`src/rtl/uart_pkg.sv`:
```
// Shared definitions for the UART serial path: FSM state encoding and line defaults.
package uart_pkg;

  typedef enum logic [2:0] {
    ST_IDLE  = 3'd0,
    ST_REQ   = 3'd1,
    ST_LOAD  = 3'd2,
    ST_START = 3'd3,
    ST_DATA  = 3'd4,
    ST_STOP  = 3'd5
  } uart_state_e;

  localparam int   CLOCKS_PER_BIT_115200 = 434;
  localparam logic IDLE_LEVEL            = 1'b1;

endpackage

```
`src/rtl/uart_baud_counter.sv`:
```
// Bit-period timer: free-runs while restart is low and pulses bit_end on the
// last cycle of every CLOCKS_PER_BIT-cycle bit period.
module uart_baud_counter #(
  parameter int CLOCKS_PER_BIT = uart_pkg::CLOCKS_PER_BIT_115200
) (
  input  logic CLOCK_50,
  input  logic RST,
  input  logic restart,
  output logic bit_end
);

  localparam int            CW   = $clog2(CLOCKS_PER_BIT);
  localparam logic [CW-1:0] LAST = CW'(CLOCKS_PER_BIT - 1);

  logic [CW-1:0] cnt_q;
  logic [CW-1:0] cnt_d;

  always_comb begin
    cnt_d = cnt_q;
    if (restart) begin
      cnt_d = '0;
    end else if (cnt_q == LAST) begin
      cnt_d = '0;
    end else begin
      cnt_d = cnt_q + CW'(1);
    end
  end

  always_ff @(posedge CLOCK_50 or posedge RST) begin
    if (RST) begin
      cnt_q <= '0;
    end else begin
      cnt_q <= cnt_d;
    end
  end

  assign bit_end = !restart && (cnt_q == LAST);

endmodule

```
`src/rtl/fifo_uart_tx.sv`:
```
// Pops bytes from the upstream fifo and sends each as a start/data(LSB first)/stop
// frame on tx. All outputs come straight from flops.
module fifo_uart_tx
  import uart_pkg::*;
#(
  parameter int ITEM_SIZE_BITS = 8,
  parameter int CLOCKS_PER_BIT = CLOCKS_PER_BIT_115200,
  parameter int STOP_BITS      = 1
) (
  input  logic                      CLOCK_50,
  input  logic                      RST,
  input  logic                      enable,
  input  logic                      fifo_empty,
  input  logic [ITEM_SIZE_BITS-1:0] fifo_data,
  output logic                      fifo_read,
  output logic                      tx,
  output logic                      busy
);

  localparam int            BW        = $clog2(ITEM_SIZE_BITS + 1);
  localparam logic [BW-1:0] LAST_BIT  = BW'(ITEM_SIZE_BITS - 1);
  localparam logic [BW-1:0] LAST_STOP = BW'(STOP_BITS - 1);

  uart_state_e               state_q, state_d;
  logic [ITEM_SIZE_BITS-1:0] shift_q, shift_d;
  logic [ITEM_SIZE_BITS-1:0] shift_next_s;
  logic [BW-1:0]             bit_cnt_q, bit_cnt_d;
  logic                      tx_q, tx_d;
  logic                      fifo_read_q, fifo_read_d;
  logic                      busy_q, busy_d;
  logic                      restart_s;
  logic                      bit_end_s;

  // Counter is held at zero outside the line states so START always gets a full bit.
  assign restart_s = !((state_q == ST_START) || (state_q == ST_DATA) || (state_q == ST_STOP));

  uart_baud_counter #(
    .CLOCKS_PER_BIT(CLOCKS_PER_BIT)
  ) u_baud (
    .CLOCK_50(CLOCK_50),
    .RST     (RST),
    .restart (restart_s),
    .bit_end (bit_end_s)
  );

  assign shift_next_s = shift_q >> 1;

  always_comb begin
    state_d     = state_q;
    shift_d     = shift_q;
    bit_cnt_d   = bit_cnt_q;
    tx_d        = tx_q;
    fifo_read_d = 1'b0;
    case (state_q)
      ST_IDLE: begin
        if (enable && !fifo_empty) begin
          fifo_read_d = 1'b1;
          state_d     = ST_REQ;
        end else begin
          state_d = ST_IDLE;
        end
      end
      ST_REQ: begin
        state_d = ST_LOAD;
      end
      ST_LOAD: begin
        shift_d = fifo_data;
        tx_d    = 1'b0;
        state_d = ST_START;
      end
      ST_START: begin
        if (bit_end_s) begin
          tx_d      = shift_q[0];
          bit_cnt_d = '0;
          state_d   = ST_DATA;
        end else begin
          state_d = ST_START;
        end
      end
      ST_DATA: begin
        if (bit_end_s) begin
          shift_d = shift_next_s;
          if (bit_cnt_q == LAST_BIT) begin
            tx_d      = IDLE_LEVEL;
            bit_cnt_d = '0;
            state_d   = ST_STOP;
          end else begin
            tx_d      = shift_next_s[0];
            bit_cnt_d = bit_cnt_q + BW'(1);
          end
        end else begin
          state_d = ST_DATA;
        end
      end
      ST_STOP: begin
        // The bit counter is reused to count stop-bit periods.
        if (bit_end_s) begin
          if (bit_cnt_q == LAST_STOP) begin
            bit_cnt_d = '0;
            state_d   = ST_IDLE;
          end else begin
            bit_cnt_d = bit_cnt_q + BW'(1);
          end
        end else begin
          state_d = ST_STOP;
        end
      end
      default: begin
        tx_d      = IDLE_LEVEL;
        bit_cnt_d = '0;
        state_d   = ST_IDLE;
      end
    endcase
    busy_d = (state_d != ST_IDLE);
  end

  always_ff @(posedge CLOCK_50 or posedge RST) begin
    if (RST) begin
      state_q     <= ST_IDLE;
      shift_q     <= '0;
      bit_cnt_q   <= '0;
      tx_q        <= IDLE_LEVEL;
      fifo_read_q <= 1'b0;
      busy_q      <= 1'b0;
    end else begin
      state_q     <= state_d;
      shift_q     <= shift_d;
      bit_cnt_q   <= bit_cnt_d;
      tx_q        <= tx_d;
      fifo_read_q <= fifo_read_d;
      busy_q      <= busy_d;
    end
  end

  assign tx        = tx_q;
  assign fifo_read = fifo_read_q;
  assign busy      = busy_q;

endmodule

```
`config.mk`:
```
export PLATFORM = sky130hd
export DESIGN_NAME = fifo_uart_tx
export DESIGN_NICKNAME = d
export VERILOG_FILES = /design/src/rtl/uart_pkg.sv /design/src/rtl/uart_baud_counter.sv /design/src/rtl/fifo_uart_tx.sv
export SDC_FILE = /design/constraint.sdc
export NUM_CORES = 1
export LEC_CHECK = 0
export CORE_ASPECT_RATIO = 0.6
export CORE_MARGIN = 10
export CORE_UTILIZATION = 55
export DETAILED_ROUTE_END_ITERATION = 10
export HOLD_SLACK_MARGIN = 0.12
export PLACE_DENSITY = 0.82
export SYNTH_ARGS = -nofsm -noshare
export SYNTH_HDL_FRONTEND = slang
export SYNTH_SLANG_ARGS = --single-unit
```
`constraint.sdc`:
```
create_clock -name CLOCK_50 -period 4.7 [get_ports CLOCK_50]
set_clock_uncertainty 0.2 [all_clocks]
set_input_delay 0.94 -clock CLOCK_50 [delete_from_list [all_inputs] [get_ports CLOCK_50]]
set_output_delay 0.94 -clock CLOCK_50 [all_outputs]
set_load 0.01 [all_outputs]
```
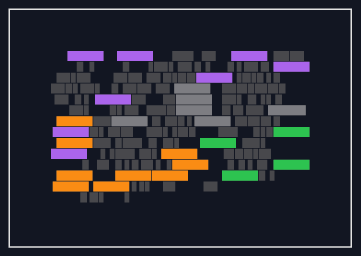
Fig. 1. Where the registers sit.
Scale: 4 px per um. Other sequential cells in the stronger grey, the rest of the logic in the fainter grey.
`bit_cnt_q`: in green, placed flops 4, where middle right. `u_baud.cnt_q`: in orange, placed flops 9. `shift_q`: in purple, placed flops 8.
Another 6 sequential cells are not coloured.
final cell utilization of the core: 65.1%
combined flip-flop and latch cell area: 677 sq um

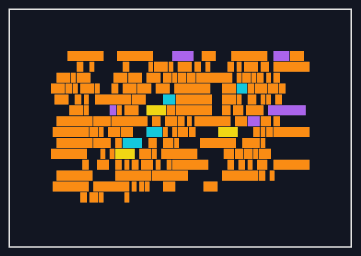
Fig. 2. Cell sizes after repair.
Scale: 4 px per um.
x3 and x4: in cyan, cells 4, share 2.5%. x1 and smaller: in orange, cells 147, share 92%, most used dfrtp_1. x2: in purple, cells 5, share 3.1%. x6 and larger: in yellow, cells 3, share 1.9%, most used clkbuf_8.
worst path setup slack after routing: 2200 ps
signed area change from the synthesized netlist to the final layout: 14.9%
Plain + repair buffers: 15

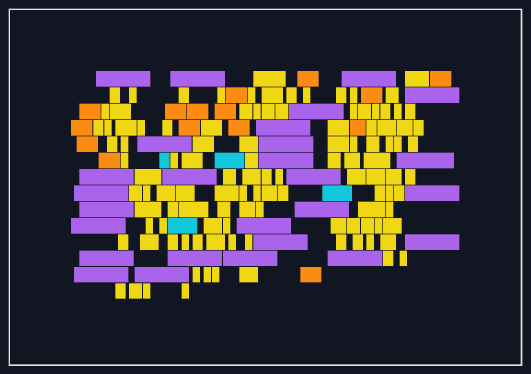
Fig. 3. Placement by cell class.
Scale: 6 px per um.
remaining logic cells: in yellow, cells 113. remaining buffers and delay cells: in orange, cells 15. registers: in purple, cells 27. clock drivers and dummy loads: in cyan, cells 4.

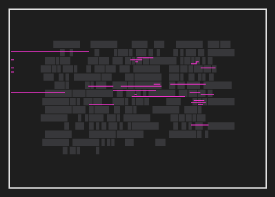
Fig. 4. Signal wires on met3.
Scale: 3 px per um.
The wires run mostly horizontal. 18 nets have wire on it. The layer carries 159 um of wire. The longest straight run is 25.8 um.
met3 Use GR: 3.57%
total wirelength of the detailed-routed design: 3.10 mm
total via count after detailed routing: 1104

==> out/notes.md <==
The flow ran to the end, and the final reports show no timing, DRC or antenna violations. The post-route netlist has 7.55% of its cells at a drive strength greater than 1. The class occupying the most area after layout is reported as registers. The post-route minimum period was 2500 ps. The die is 59.1 um tall.

The chip occupies 5030 sq um. The synthesis run identifies the leading combinational cell family as simple AND/OR/NAND/NOR gates. For this design the top-level I/O count stands at 15. After layout, the worst path uses 53.1% of the clock period. The worst register-to-register path has a setup slack of 2340 ps.

The run gives 1400 sq um for the Yosys chip area. Measured against the total synthesized area, the mux share comes to 6.52%. With the overall track demand over capacity in global routing at 12.5%, the remaining antenna violation count after routing is 0. The synthesis stat section lists a flop and latch total of 27.

The capture endpoint of the worst hold path is u_baud.cnt_q[0]. Recorded from the global router log, the overflow total was 0. The violation tally recorded at the end of detailed-routing iteration 0 is 41.

The post-synthesis share of cell area spent on full adders, half adders and majority gates works out to 3.57%. Instance count along the most critical hold path: 1. Looking at the reg2reg group, the worst path starts from u_baud.cnt_q[2]. The first global-routing pass estimated 5.13 mm of wire. Clock tree synthesis inserted a total of 3 buffers. With the instance count on the critical path at 1, the portion of synthesized cell area occupied by the leading cell type is 46.5%. Per STA, the worst path is made up of clkdlybuf4s50_1. The fmax was 401 MHz; the count of sequential standard cells was 27. The tool flagged a number of max-cap violations equal to 0. With the placed instance area at 1560 sq um, the count of unique library cells instantiated by Yosys is 39.

The largest total area in the synthesized netlist belongs to dfrtp_1. The worst-path maximum fanout is 2, and the number of buffer and inverter stages on the critical path is 1. Yosys printed 0 warnings. The run gives 0 for the post-cts hold-fix buffer tally.

With the maximum resistive drop on vdd at 0.202 mV, the clock-pin slew reported for the worst setup and hold paths after clock tree synthesis is 100 ps. For the static leakage, the log shows 0.691 nW. At the later pin of the worst-skew pair, clock insertion delay measures 280 ps.

The register share of the cell area was 42.1%. At the floorplan stage, the core utilization is reported as 56.7%. The count of endpoints failing setup in the final report is 0, and the detailed-routed wire length on met2 is 1.49 mm. Per the post-place timing report, worst setup slack is 2060 ps. The arrival time of data at the worst endpoint is listed as 1360 ps. Tracing the worst setup path back leads to its startpoint at tx. The run gives 14 as the row count. The sequential fraction of the synthesis area came out at 48.3%.
[placed cells by master (no fill, tap or decap), types with 2 or more instances in the layout]
cell / instances
dfrtp_1: 26
clkbuf_8: 3
inv_1: 6
xnor2_1: 3
mux2i_1: 8
ha_1: 4
a31oi_1: 4
nand3_1: 5
nand2_1: 16
o21ai_0: 14
a32oi_1: 2
nand2b_1: 2
clkdlybuf4s50_1: 14
or3_1: 2
xor2_1: 3
and3_1: 2
a21oi_1: 4
nor2_1: 17
nor2b_1: 2
[report_power, final]
group | internal [mW] | switching (mW)
clock | 0.0595 | 0.0741
sequential | 0.236 | 0.00242
combinational | 0.0108 | 0.00812
total | 0.306 | 0.0847
[flip-flops by register name, summed over array words and instances, names as in the netlist]
| name | cells |
|---|---|
| busy | 1 |
| tx | 1 |
| bit_cnt_q | 4 |
| fifo_read | 1 |
| shift_q | 8 |
| u_baud.cnt_q | 9 |
| state_q | 3 |
[worst register-to-register path, delay by kind of cell (launching register included)]
kind	cells	cell delay, ps
compound gates	1	140
flops	1	430
mux	1	300
simple gates	3	1190
[Yosys cell counts]
cell and count:
a211oi_1 1, a21o_1 1, a21oi_1 4, a22oi_1 1
a311oi_1 1, a31oi_1 4, a32oi_1 2, and2_4 1
and3_1 2, buf_2 2, clkbuf_1 4, dfrtp_1 26
dfstp_2 1, ha_1 4, inv_1 6, mux2_2 1
mux2i_1 8, nand2_1 16, nand2b_1 2, nand3_1 5
nand3b_1 1, nand4_1 1, nor2_1 17, nor2_4 1
nor2b_1 2, nor3_1 1, nor3b_1 1, o21ai_0 14
o21ai_1 1, o221ai_2 1, o22ai_1 1, o31ai_1 1
o32ai_1 1, or3_1 2, or3b_2 1, or4_1 1
or4b_4 1, xnor2_1 3, xor2_1 3
Power figures rest on the tool's default switching activity, not on a simulated workload.
